### Where the registers sit, run 1

Bar = 20 um.
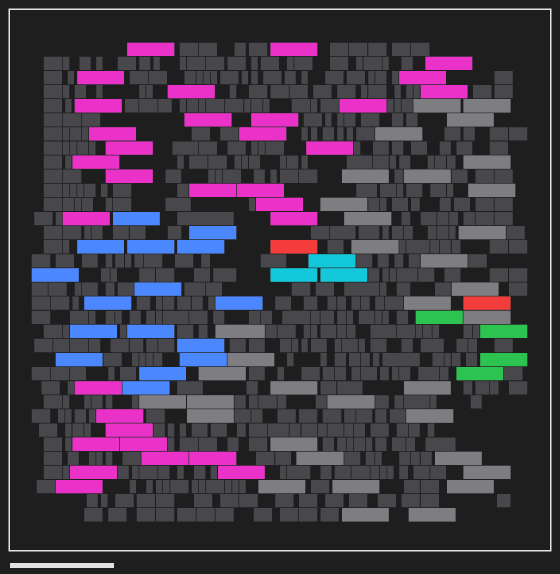
### Cells by drive strength, run 1

Bar = 20 um.
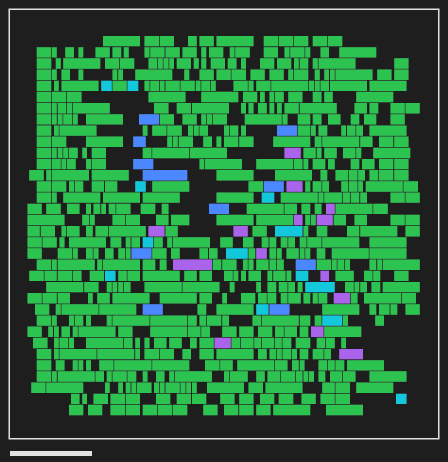
### Routed metal per tile, run 1

The die is cut into 21 by 21 equal tiles; dark blue is low, red is high, scaled to the fullest tile. Values are wire area over tile area, all layers added.
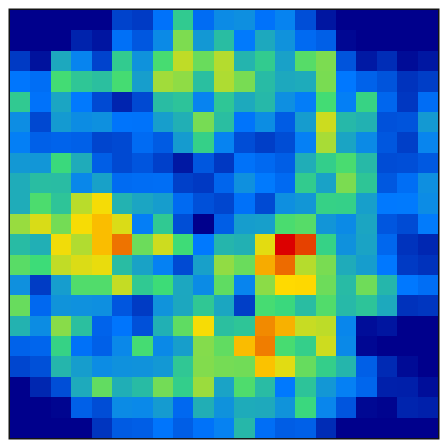
### Clock network drawn from the DEF, run 1

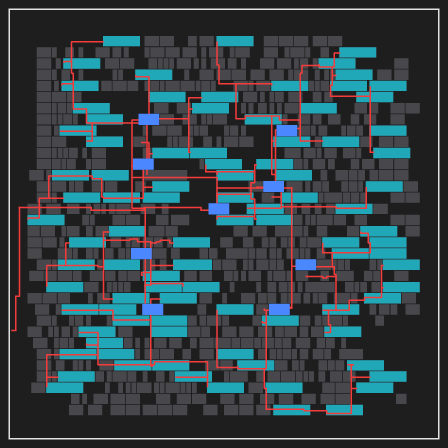
### src/rtl/cell_link_packet_arbiter_if.sv
// AXI-Stream link bundle shared by the two inputs and the outbound cell link.
interface cell_link_packet_arbiter_if #(
  parameter int DATA_WIDTH = 32
);
  logic                  tvalid;
  logic                  tready;
  logic [DATA_WIDTH-1:0] tdata;
  logic                  tlast;

  modport master (output tvalid, output tdata, output tlast, input tready);
  modport slave  (input tvalid, input tdata, input tlast, output tready);
endinterface

### src/rtl/cell_link_packet_arbiter.sv
// Packet-granular round-robin arbiter: two AXI-Stream inputs onto one registered
// cell-link output, with over-length truncation/flush and saturating statistics.
//
// state  | meaning
// IDLE   | no grant; arbitrate between qualified requests (no transfer this cycle)
// GRANT0 | input 0 owns the link until TLAST or truncation
// GRANT1 | input 1 owns the link until TLAST or truncation
// FLUSH0 | input 0 truncated; drain its remaining beats until TLAST
// FLUSH1 | input 1 truncated; drain its remaining beats until TLAST
module cell_link_packet_arbiter #(
  parameter int DATA_WIDTH    = 32,
  parameter int MAX_PKT_WORDS = 16,
  parameter int CNT_WIDTH     = 16
) (
  input  logic                         ACLK,
  input  logic                         ARESETN,
  cell_link_packet_arbiter_if.slave    s00_axis,
  cell_link_packet_arbiter_if.slave    s01_axis,
  cell_link_packet_arbiter_if.master   m00_axis,
  input  logic                         S00_ARB_REQ_SUPPRESS,
  input  logic                         S01_ARB_REQ_SUPPRESS,
  output logic [CNT_WIDTH-1:0]         PKT_COUNT_00,
  output logic [CNT_WIDTH-1:0]         PKT_COUNT_01,
  output logic [CNT_WIDTH-1:0]         TRUNC_COUNT,
  output logic [1:0]                   ACTIVE_GRANT
);

  localparam int WC_W = $clog2(MAX_PKT_WORDS);

  typedef enum logic [2:0] {
    IDLE   = 3'd0,
    GRANT0 = 3'd1,
    GRANT1 = 3'd2,
    FLUSH0 = 3'd3,
    FLUSH1 = 3'd4
  } state_t;

  state_t                state_q, state_d;
  logic                  last_grant_q, last_grant_d;
  logic [WC_W-1:0]       wcnt_q, wcnt_d;
  logic                  m_valid_q, m_valid_d;
  logic [DATA_WIDTH-1:0] m_data_q, m_data_d;
  logic                  m_last_q, m_last_d;
  logic [CNT_WIDTH-1:0]  pkt0_q, pkt1_q, trunc_q;
  logic [1:0]            active_grant_q;

  logic                  pkt0_inc, pkt1_inc, trunc_inc;
  logic                  s0_ready, s1_ready;
  logic                  req0, req1, load, gnt1, at_max;
  logic                  sel_valid, sel_last;
  logic [DATA_WIDTH-1:0] sel_data;

  assign req0   = s00_axis.tvalid & ~S00_ARB_REQ_SUPPRESS;
  assign req1   = s01_axis.tvalid & ~S01_ARB_REQ_SUPPRESS;
  // The output register may take a new beat when empty or being drained this cycle.
  assign load   = ~m_valid_q | m00_axis.tready;
  assign gnt1   = (state_q == GRANT1);
  assign at_max = (wcnt_q == WC_W'(MAX_PKT_WORDS - 1));

  assign sel_valid = gnt1 ? s01_axis.tvalid : s00_axis.tvalid;
  assign sel_data  = gnt1 ? s01_axis.tdata  : s00_axis.tdata;
  assign sel_last  = gnt1 ? s01_axis.tlast  : s00_axis.tlast;

  // Next-state, handshake and output-register load decisions.
  always_comb begin
    state_d      = state_q;
    last_grant_d = last_grant_q;
    wcnt_d       = wcnt_q;
    m_valid_d    = m_valid_q;
    m_data_d     = m_data_q;
    m_last_d     = m_last_q;
    pkt0_inc     = 1'b0;
    pkt1_inc     = 1'b0;
    trunc_inc    = 1'b0;
    s0_ready     = 1'b0;
    s1_ready     = 1'b0;

    // Downstream took the held beat (or it was empty); refilled below if a beat is accepted.
    if (load) m_valid_d = 1'b0;

    unique case (state_q)
      IDLE: begin
        // Tie goes to the input that was not granted last.
        if (req0 && (!req1 || last_grant_q)) begin
          state_d = GRANT0;
          wcnt_d  = '0;
        end else if (req1) begin
          state_d = GRANT1;
          wcnt_d  = '0;
        end
      end
      GRANT0, GRANT1: begin
        if (gnt1) s1_ready = load;
        else      s0_ready = load;
        if (sel_valid && load) begin
          m_valid_d = 1'b1;
          m_data_d  = sel_data;
          m_last_d  = sel_last | at_max;
          if (sel_last) begin
            state_d      = IDLE;
            last_grant_d = gnt1;
            pkt1_inc     = gnt1;
            pkt0_inc     = ~gnt1;
          end else if (at_max) begin
            state_d      = gnt1 ? FLUSH1 : FLUSH0;
            last_grant_d = gnt1;
            trunc_inc    = 1'b1;
          end else begin
            wcnt_d = wcnt_q + WC_W'(1);
          end
        end
      end
      FLUSH0: begin
        s0_ready = 1'b1;
        if (s00_axis.tvalid && s00_axis.tlast) state_d = IDLE;
      end
      FLUSH1: begin
        s1_ready = 1'b1;
        if (s01_axis.tvalid && s01_axis.tlast) state_d = IDLE;
      end
      default: state_d = IDLE;
    endcase
  end

  // State, output register, grant indication and saturating counters.
  always_ff @(posedge ACLK or negedge ARESETN) begin
    if (!ARESETN) begin
      state_q        <= IDLE;
      last_grant_q   <= 1'b1;
      wcnt_q         <= '0;
      m_valid_q      <= 1'b0;
      m_data_q       <= '0;
      m_last_q       <= 1'b0;
      pkt0_q         <= '0;
      pkt1_q         <= '0;
      trunc_q        <= '0;
      active_grant_q <= 2'b00;
    end else begin
      state_q        <= state_d;
      last_grant_q   <= last_grant_d;
      wcnt_q         <= wcnt_d;
      m_valid_q      <= m_valid_d;
      m_data_q       <= m_data_d;
      m_last_q       <= m_last_d;
      active_grant_q <= {(state_d == GRANT1) || (state_d == FLUSH1),
                         (state_d == GRANT0) || (state_d == FLUSH0)};
      if (pkt0_inc && (pkt0_q != '1))   pkt0_q  <= pkt0_q + CNT_WIDTH'(1);
      if (pkt1_inc && (pkt1_q != '1))   pkt1_q  <= pkt1_q + CNT_WIDTH'(1);
      if (trunc_inc && (trunc_q != '1)) trunc_q <= trunc_q + CNT_WIDTH'(1);
    end
  end

  assign s00_axis.tready = s0_ready;
  assign s01_axis.tready = s1_ready;
  assign m00_axis.tvalid = m_valid_q;
  assign m00_axis.tdata  = m_data_q;
  assign m00_axis.tlast  = m_last_q;
  assign PKT_COUNT_00    = pkt0_q;
  assign PKT_COUNT_01    = pkt1_q;
  assign TRUNC_COUNT     = trunc_q;
  assign ACTIVE_GRANT    = active_grant_q;

endmodule

### src/flat_wrapper.sv
// flat-port wrapper written by rule: the top's interface ports become plain ports
module cell_link_packet_arbiter_flat 
#(
  parameter int DATA_WIDTH    = 32,
  parameter int MAX_PKT_WORDS = 16,
  parameter int CNT_WIDTH     = 16
)
  (ACLK, ARESETN, S00_ARB_REQ_SUPPRESS, S01_ARB_REQ_SUPPRESS, PKT_COUNT_00, PKT_COUNT_01, TRUNC_COUNT, ACTIVE_GRANT, s00_axis_tvalid, s00_axis_tdata, s00_axis_tlast, s00_axis_tready, s01_axis_tvalid, s01_axis_tdata, s01_axis_tlast, s01_axis_tready, m00_axis_tvalid, m00_axis_tdata, m00_axis_tlast, m00_axis_tready);
  cell_link_packet_arbiter_if #(.DATA_WIDTH(DATA_WIDTH)) s00_axis_i ();
  cell_link_packet_arbiter_if #(.DATA_WIDTH(DATA_WIDTH)) s01_axis_i ();
  cell_link_packet_arbiter_if #(.DATA_WIDTH(DATA_WIDTH)) m00_axis_i ();
  input  logic ACLK;
  input  logic ARESETN;
  input  logic S00_ARB_REQ_SUPPRESS;
  input  logic S01_ARB_REQ_SUPPRESS;
  output logic [CNT_WIDTH-1:0] PKT_COUNT_00;
  output logic [CNT_WIDTH-1:0] PKT_COUNT_01;
  output logic [CNT_WIDTH-1:0] TRUNC_COUNT;
  output logic [1:0] ACTIVE_GRANT;
  input wire logic [$bits(s00_axis_i.tvalid)-1:0] s00_axis_tvalid;
  input wire logic [$bits(s00_axis_i.tdata)-1:0] s00_axis_tdata;
  input wire logic [$bits(s00_axis_i.tlast)-1:0] s00_axis_tlast;
  output wire logic [$bits(s00_axis_i.tready)-1:0] s00_axis_tready;
  input wire logic [$bits(s01_axis_i.tvalid)-1:0] s01_axis_tvalid;
  input wire logic [$bits(s01_axis_i.tdata)-1:0] s01_axis_tdata;
  input wire logic [$bits(s01_axis_i.tlast)-1:0] s01_axis_tlast;
  output wire logic [$bits(s01_axis_i.tready)-1:0] s01_axis_tready;
  output wire logic [$bits(m00_axis_i.tvalid)-1:0] m00_axis_tvalid;
  output wire logic [$bits(m00_axis_i.tdata)-1:0] m00_axis_tdata;
  output wire logic [$bits(m00_axis_i.tlast)-1:0] m00_axis_tlast;
  input wire logic [$bits(m00_axis_i.tready)-1:0] m00_axis_tready;
  assign s00_axis_i.tvalid = s00_axis_tvalid;
  assign s00_axis_i.tdata = s00_axis_tdata;
  assign s00_axis_i.tlast = s00_axis_tlast;
  assign s00_axis_tready = s00_axis_i.tready;
  assign s01_axis_i.tvalid = s01_axis_tvalid;
  assign s01_axis_i.tdata = s01_axis_tdata;
  assign s01_axis_i.tlast = s01_axis_tlast;
  assign s01_axis_tready = s01_axis_i.tready;
  assign m00_axis_tvalid = m00_axis_i.tvalid;
  assign m00_axis_tdata = m00_axis_i.tdata;
  assign m00_axis_tlast = m00_axis_i.tlast;
  assign m00_axis_i.tready = m00_axis_tready;
  cell_link_packet_arbiter #(.DATA_WIDTH(DATA_WIDTH), .MAX_PKT_WORDS(MAX_PKT_WORDS), .CNT_WIDTH(CNT_WIDTH)) u_core (.ACLK(ACLK), .ARESETN(ARESETN), .s00_axis(s00_axis_i), .s01_axis(s01_axis_i), .m00_axis(m00_axis_i), .S00_ARB_REQ_SUPPRESS(S00_ARB_REQ_SUPPRESS), .S01_ARB_REQ_SUPPRESS(S01_ARB_REQ_SUPPRESS), .PKT_COUNT_00(PKT_COUNT_00), .PKT_COUNT_01(PKT_COUNT_01), .TRUNC_COUNT(TRUNC_COUNT), .ACTIVE_GRANT(ACTIVE_GRANT));
endmodule
### config.mk
export PLATFORM = sky130hd
export DESIGN_NAME = cell_link_packet_arbiter_flat
export DESIGN_NICKNAME = d
export VERILOG_FILES = /design/src/rtl/cell_link_packet_arbiter_if.sv /design/src/rtl/cell_link_packet_arbiter.sv /design/src/flat_wrapper.sv
export SDC_FILE = /design/constraint.sdc
export NUM_CORES = 1
export LEC_CHECK = 0
export CAP_MARGIN = 20
export CORE_MARGIN = 4
export CORE_UTILIZATION = 49
export DETAILED_ROUTE_END_ITERATION = 10
export HOLD_SLACK_MARGIN = 0.12
export PLACE_DENSITY = 0.86
export SLEW_MARGIN = 20
export SYNTH_ARGS = -nofsm -noshare
export SYNTH_HDL_FRONTEND = slang
export SYNTH_SLANG_ARGS = --single-unit
### constraint.sdc
create_clock -name ACLK -period 4.1 [get_ports ACLK]
set_input_delay 0.615 -clock ACLK [delete_from_list [all_inputs] [get_ports ACLK]]
set_output_delay 0.615 -clock ACLK [all_outputs]
set_load 0.05 [all_outputs]
==> GITHUB_STEP_SUMMARY, run 1 <==
## Implementation flow summary

| Metric | Value |
|---|---|
| Die X | 104.1 um |
| Flip-flops with a built-in enable | 0 |
| Clock group | 0.612 mW |
| Largest register FFs | 32 |
| GRT overflow | 0 |
| PostCTS Resize Cnt | 0 |
| Dominant logic cell type in the layout | clkdlybuf4s50_1 |
| Required @ worst endpoint | 3.48 ns |
| Net Sw Frac | 0.4736 |
| Count of multi-input gates | 362 |
| Flops | 92 |
| Core ar. | 0.008848 sq mm |
| Slew @ Worst Pin | 0.9385 ns |
| Combinational fraction of design power | 0.528 |
| Met2 Resource Use GR | 0.3737 |
| Outcome | finished, final reports clean |
| Adder-cell share of the synthesized area | 0.01105 |
| Clock latency on the worst-skew pair | 0.35 ns |
| Placement Cell Area | 0.006175 sq mm |
| Skew final | 0.01084 ns |
| Async SR Flop Fraction | 1.000 |
| ClkCell Share | 0.03140 |
| Leak | 2.773 nW |
| Slowest CP cell | clkdlybuf4s50_1 |
| I/O Buffers | 158 |
| Top power group | combinational cells |
| Die Ht | 104.1 um |
| Sum of buffers and inverters on the critical path | 2 |
| Global-route wire length before repair | 20.56 mm |
| Hold buffers post-CTS | 0 |
| Cell Rows | 34 |
| Most frequent CP cell | clkdlybuf4s50_1 |
| Mapped cell area | 0.004529 sq mm |
Notes on 'Where the registers sit' above:
legend:
  green:
    name_in_the_netlist: `u_core.wcnt_q`
    placed_flops: 4
  cyan:
    name_in_the_netlist: `u_core.state_q`
    placed_flops: 3
  blue:
    name_in_the_netlist: `u_core.PKT_COUNT_01`
    placed_flops: 16
    where: middle left
  magenta:
    name_in_the_netlist: `u_core.m00_axis.tdata`
    placed_flops: 32
  red:
    name_in_the_netlist: `u_core.ACTIVE_GRANT`
    placed_flops: 2
not coloured: 35

Notes on 'Cells by drive strength' above:
legend:
  green:
    size: _0 and _1 cells
    cells: 599
  purple:
    size: _2 cells
    cells: 14
  blue:
    size: _6 and larger
    cells: 11
  cyan:
    size: _3 and _4 cells
    cells: 13

Notes on 'Routed metal per tile' above:
tiles over half the peak: 20%
nearly empty tiles: 9.3%
fullest tile: 0.57

Notes on 'Clock network drawn from the DEF' above:
legend:
  red:
    item: clock wires
    length: 1,060 um
  cyan:
    item: flip-flops
    count: 92
  blue:
    item: clock drivers
    count: 9
routed clock nets: 10
flops lie: widely spread

### Placed standard cells, run 1

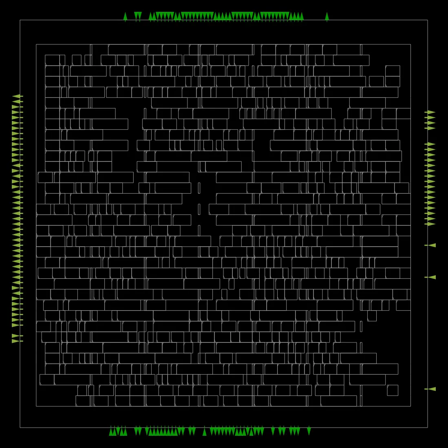

==> run 2, diff against run 1 <==
Settings changed: CORE_UTILIZATION 49 to 41, PLACE_DENSITY 0.86 to 0.77.
Clock period 4.1 ns to 2.84 ns, I/O delays scaled along.
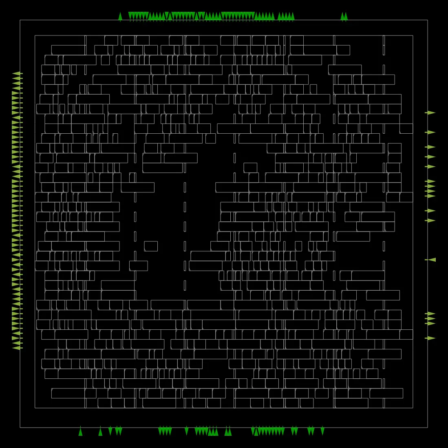
*Placed standard cells, run 2*
Core ar.: 0.01084 sq mm
tap cells: 140
Util after Layout: 0.5991

==> GITHUB_STEP_SUMMARY, run 2 <==
## Implementation flow summary

| Metric | Value |
|---|---|
| Outcome | finished, final reports clean |
| Clock latency on the worst-skew pair | 0.35 ns (about the same) |
| Count of multi-input gates | 362 (unchanged) |
| Met2 Resource Use GR | 0.3290 (-0.04473) |
| Largest class | flip-flops and latches |
| Initial antenna violation count | 0 |
| Largest register FFs | 32 (unchanged) |
| Placement Cell Area | 0.006282 sq mm (+1.7%) |
| Most frequent cells in the layout | clkdlybuf4s50_1, dfrtp_1, nand2_1 |
| Hold buffers post-CTS | 1 (+1) |
| GRT overflow | 0 (unchanged) |
| CP Cell Sequence | or3b_1, mux2_4, and2_2, buf_4, nor2_1, a31oi_1 |
| Comb group | 3.20 mW |
| Required @ worst endpoint | 3.10 ns (-0.38 ns) |
| Post-route ant nets | 0 |
| Mapped cell area | 0.004529 sq mm (unchanged) |
| Die Ht | 113.1 um (+8.6%) |
| Combinational fraction of design power | 0.533 (+0.005) |
| Die X | 113.1 um (+8.6%) |
| I/O Buffers | 158 (unchanged) |
| Clock group | 0.912 mW (+49%) |
| Dominant logic cell type in the layout | clkdlybuf4s50_1 |
| Global-route wire length before repair | 20.11 mm (-2.2%) |
| Flops | 92 (unchanged) |
| CP endpoint | u_core.m00_axis.tdata[26] |
| Slew @ Worst Pin | 0.6100 ns (-0.3285 ns) |
| PostCTS Resize Cnt | 0 (unchanged) |
| Top power group | combinational cells |
| Cell Rows | 38 (+12%) |
| Slowest CP cell | dfrtp_1 |
| Adder-cell share of the synthesized area | 0.01105 (unchanged) |
| Leak | 2.829 nW (+2.0%) |
| Net Sw Frac | 0.4656 (-0.008031) |
| Skew final | 0.007521 ns (-0.003314 ns) |
| Sum of buffers and inverters on the critical path | 1 (-1) |
| Async SR Flop Fraction | 1.000 (unchanged) |
No activity file was given, so power comes from the tool's default toggle rates.
